**src/rtl/bit_serializer.sv**
```systemverilog
// ---------------------------------------------------------------------------
// bit_serializer
//
// Purpose:
//   Converts a WIDTH-bit parallel word into an MSB-first serial stream with a
//   valid/ready handshake on the parallel side. A new word can be accepted
//   during the last serial bit of the current frame, so consecutive frames
//   stream with no idle gap between them. Between frames the serial output
//   is held at 0 so a downstream sequence detector only ever sees zeros.
//
// Configuration:
//   BIT_SERIALIZER_PARITY_EN - when defined, one even-parity bit (XOR of the
//   latched word) follows bit 0 and a frame lasts WIDTH+1 cycles. When it is
//   undefined there is no parity state and a frame lasts WIDTH cycles.
//
// Parameters:
//   WIDTH       parallel word width in bits (2..32)
//
// Ports:
//   clk         in   single clock, rising-edge active
//   reset       in   asynchronous reset, active low (0 = in reset)
//   din         in   parallel word to serialize
//   din_valid   in   din is valid this cycle
//   din_ready   out  word is accepted this cycle if din_valid is also high
//   sout        out  serial bit, MSB first
//   sout_valid  out  sout carries a frame bit this cycle
//   frame_done  out  one-cycle pulse on the final bit of a frame
// ---------------------------------------------------------------------------
module bit_serializer #(
    parameter int WIDTH = 8
) (
    input  logic             clk,
    input  logic             reset,
    input  logic [WIDTH-1:0] din,
    input  logic             din_valid,
    output logic             din_ready,
    output logic             sout,
    output logic             sout_valid,
    output logic             frame_done
);

    // Counter only has to hold WIDTH-1, so clog2(WIDTH) bits are enough.
    localparam int               CNT_W    = (WIDTH > 1) ? $clog2(WIDTH) : 1;
    localparam logic [CNT_W-1:0] CNT_LOAD = CNT_W'(WIDTH - 1);
    localparam logic [CNT_W-1:0] CNT_ONE  = CNT_W'(1);

`ifdef BIT_SERIALIZER_PARITY_EN
    typedef enum logic [1:0] {
        IDLE   = 2'd0,
        SHIFT  = 2'd1,
        PARITY = 2'd2
    } state_t;
`else
    typedef enum logic [1:0] {
        IDLE  = 2'd0,
        SHIFT = 2'd1
    } state_t;
`endif

    state_t             state;
    state_t             state_next;
    logic [WIDTH-1:0]   shreg;
    logic [WIDTH-1:0]   shreg_next;
    logic [CNT_W-1:0]   cnt;
    logic [CNT_W-1:0]   cnt_next;
`ifdef BIT_SERIALIZER_PARITY_EN
    logic               parity_bit;
    logic               parity_next;
`endif

    logic               din_ready_next;
    logic               sout_next;
    logic               sout_valid_next;
    logic               frame_done_next;
    logic               handshake;

    // din_ready is a register that is only ever high in IDLE or in the last
    // bit of a frame, so a handshake is by construction only possible there.
    assign handshake = din_valid & din_ready;

    // State register: FSM state, datapath, and the registered outputs.
    // Reset clears everything, which also drops any frame in progress.
    always_ff @(posedge clk or negedge reset) begin
        if (!reset) begin
            state      <= IDLE;
            shreg      <= '0;
            cnt        <= '0;
`ifdef BIT_SERIALIZER_PARITY_EN
            parity_bit <= 1'b0;
`endif
            din_ready  <= 1'b0;
            sout       <= 1'b0;
            sout_valid <= 1'b0;
            frame_done <= 1'b0;
        end else begin
            state      <= state_next;
            shreg      <= shreg_next;
            cnt        <= cnt_next;
`ifdef BIT_SERIALIZER_PARITY_EN
            parity_bit <= parity_next;
`endif
            din_ready  <= din_ready_next;
            sout       <= sout_next;
            sout_valid <= sout_valid_next;
            frame_done <= frame_done_next;
        end
    end

    // Next-state logic. A handshake always (re)starts a frame, whether from
    // IDLE or from the final bit of the previous frame; that is what gives
    // zero-bubble streaming. Otherwise SHIFT walks the counter down to 0 and
    // then leaves for PARITY (if built in) or IDLE.
    always_comb begin
        state_next  = state;
        shreg_next  = shreg;
        cnt_next    = cnt;
`ifdef BIT_SERIALIZER_PARITY_EN
        parity_next = parity_bit;
`endif
        if (handshake) begin
            state_next  = SHIFT;
            shreg_next  = din;
            cnt_next    = CNT_LOAD;
`ifdef BIT_SERIALIZER_PARITY_EN
            parity_next = ^din;
`endif
        end else begin
            case (state)
                IDLE: begin
                    state_next = IDLE;
                end
                SHIFT: begin
                    if (cnt != '0) begin
                        shreg_next = {shreg[WIDTH-2:0], 1'b0};
                        cnt_next   = cnt - CNT_ONE;
                    end else begin
`ifdef BIT_SERIALIZER_PARITY_EN
                        state_next = PARITY;
`else
                        state_next = IDLE;
`endif
                    end
                end
`ifdef BIT_SERIALIZER_PARITY_EN
                PARITY: begin
                    state_next = IDLE;
                end
`endif
                default: begin
                    state_next = IDLE;
                end
            endcase
        end
    end

    // Output logic. Outputs are registered, so their next values are derived
    // from the next state: the MSB of the next shift register is what goes on
    // the wire, and the "last bit" flags are raised when the next cycle is the
    // final one of the frame.
    always_comb begin
        din_ready_next  = 1'b0;
        sout_next       = 1'b0;
        sout_valid_next = 1'b0;
        frame_done_next = 1'b0;
        case (state_next)
            IDLE: begin
                din_ready_next = 1'b1;
            end
            SHIFT: begin
                sout_next       = shreg_next[WIDTH-1];
                sout_valid_next = 1'b1;
`ifndef BIT_SERIALIZER_PARITY_EN
                if (cnt_next == '0) begin
                    frame_done_next = 1'b1;
                    din_ready_next  = 1'b1;
                end
`endif
            end
`ifdef BIT_SERIALIZER_PARITY_EN
            PARITY: begin
                sout_next       = parity_next;
                sout_valid_next = 1'b1;
                frame_done_next = 1'b1;
                din_ready_next  = 1'b1;
            end
`endif
            default: begin
                din_ready_next = 1'b0;
            end
        endcase
    end

endmodule

```
**config.mk**
```make
export PLATFORM = sky130hd
export DESIGN_NAME = bit_serializer
export DESIGN_NICKNAME = d
export VERILOG_FILES = /design/src/rtl/bit_serializer.sv
export SDC_FILE = /design/constraint.sdc
export NUM_CORES = 1
export LEC_CHECK = 0
export ABC_AREA = 0
export CAP_MARGIN = 20
export CORE_UTILIZATION = 35
export DETAILED_ROUTE_END_ITERATION = 6
export GPL_TIMING_DRIVEN = 0
export RECOVER_POWER = 25
export SYNTH_ARGS = -nofsm -noshare
export SYNTH_HDL_FRONTEND = slang
export SYNTH_SLANG_ARGS = --single-unit
```
**constraint.sdc**
```tcl
create_clock -name clk -period 1.8 [get_ports clk]
set_input_delay 0.36 -clock clk [delete_from_list [all_inputs] [get_ports clk]]
set_output_delay 0.36 -clock clk [all_outputs]
set_load 0.01 [all_outputs]
```
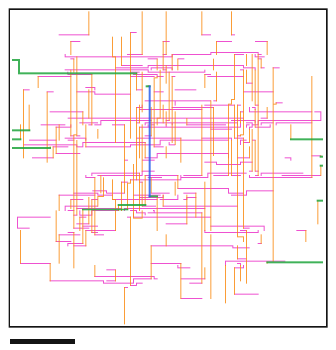
Figure 1: metal layers overlaid.
Bar = 10 um.
metal 1: shown in magenta, wire length 801 um. metal 3: shown in green, wire length 57.5 um. metal 4: shown in blue, wire length 17.0 um. metal 2: shown in orange, wire length 743 um.
Via Count: 617
gr usage total: 14.7%
final wirelength: 1.62 mm

==> impl_metrics.csv <==
group,metric,value,unit
flow_run,cap_violations,0,
logic_synthesis,yosys_area,769,sq um
die,fp.dieH,48.9,um
flow_run,warnings,27,
logic_synthesis,xor_share,1.14,%
worst_hold_path,hold_end,"sout",
layout,num-nonclk-inverters,2,
die,taps,27,
status,status,"completed",
power_and_ir_drop,design_power_total,0.00100,W
die,die_w,48.9,um
layout,largest_reg_flops,7,
clock_network,cts_sinks,16,
critical_path,worstSetupEndpointType,"output pin",
logic_synthesis,syn-cell-area,769,sq um
clock_network,cts_root_buf,"clkbuf_4",
drt,met1_length,801,um
logic_synthesis,top_cell_area_share,52.0,%
placement,place.gp.congestion,0.710,
logic_synthesis,synth.area.top_cells,"dfrtp_1 (52%), o211ai_1 (8.8%), nand2_1 (7.3%)",
logic_synthesis,yosysWarnings,0,
critical_path,reg2reg_slack,0.35,ns
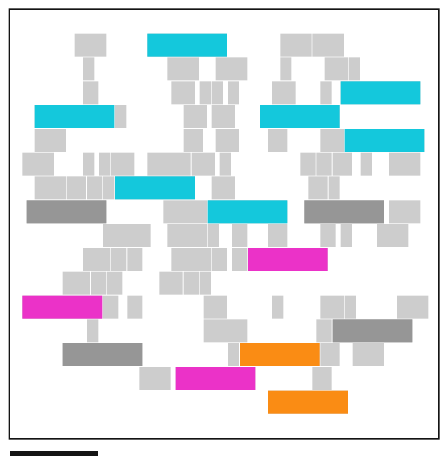
Figure 2: where the registers sit.
Bar = 10 um. Other sequential cells in the stronger grey, the rest of the logic in the fainter grey.
shreg: shown in cyan, flops 7. state: shown in orange, flops 2. cnt: shown in magenta, flops 3.
Another 4 sequential cells are not coloured.
Flop area: 400 sq um
sequential fraction of total cell area: 40.9%
P_seq: 0.000477 W
post-layout util: 48.5%

Power figures rest on the tool's default switching activity, not on a simulated workload.
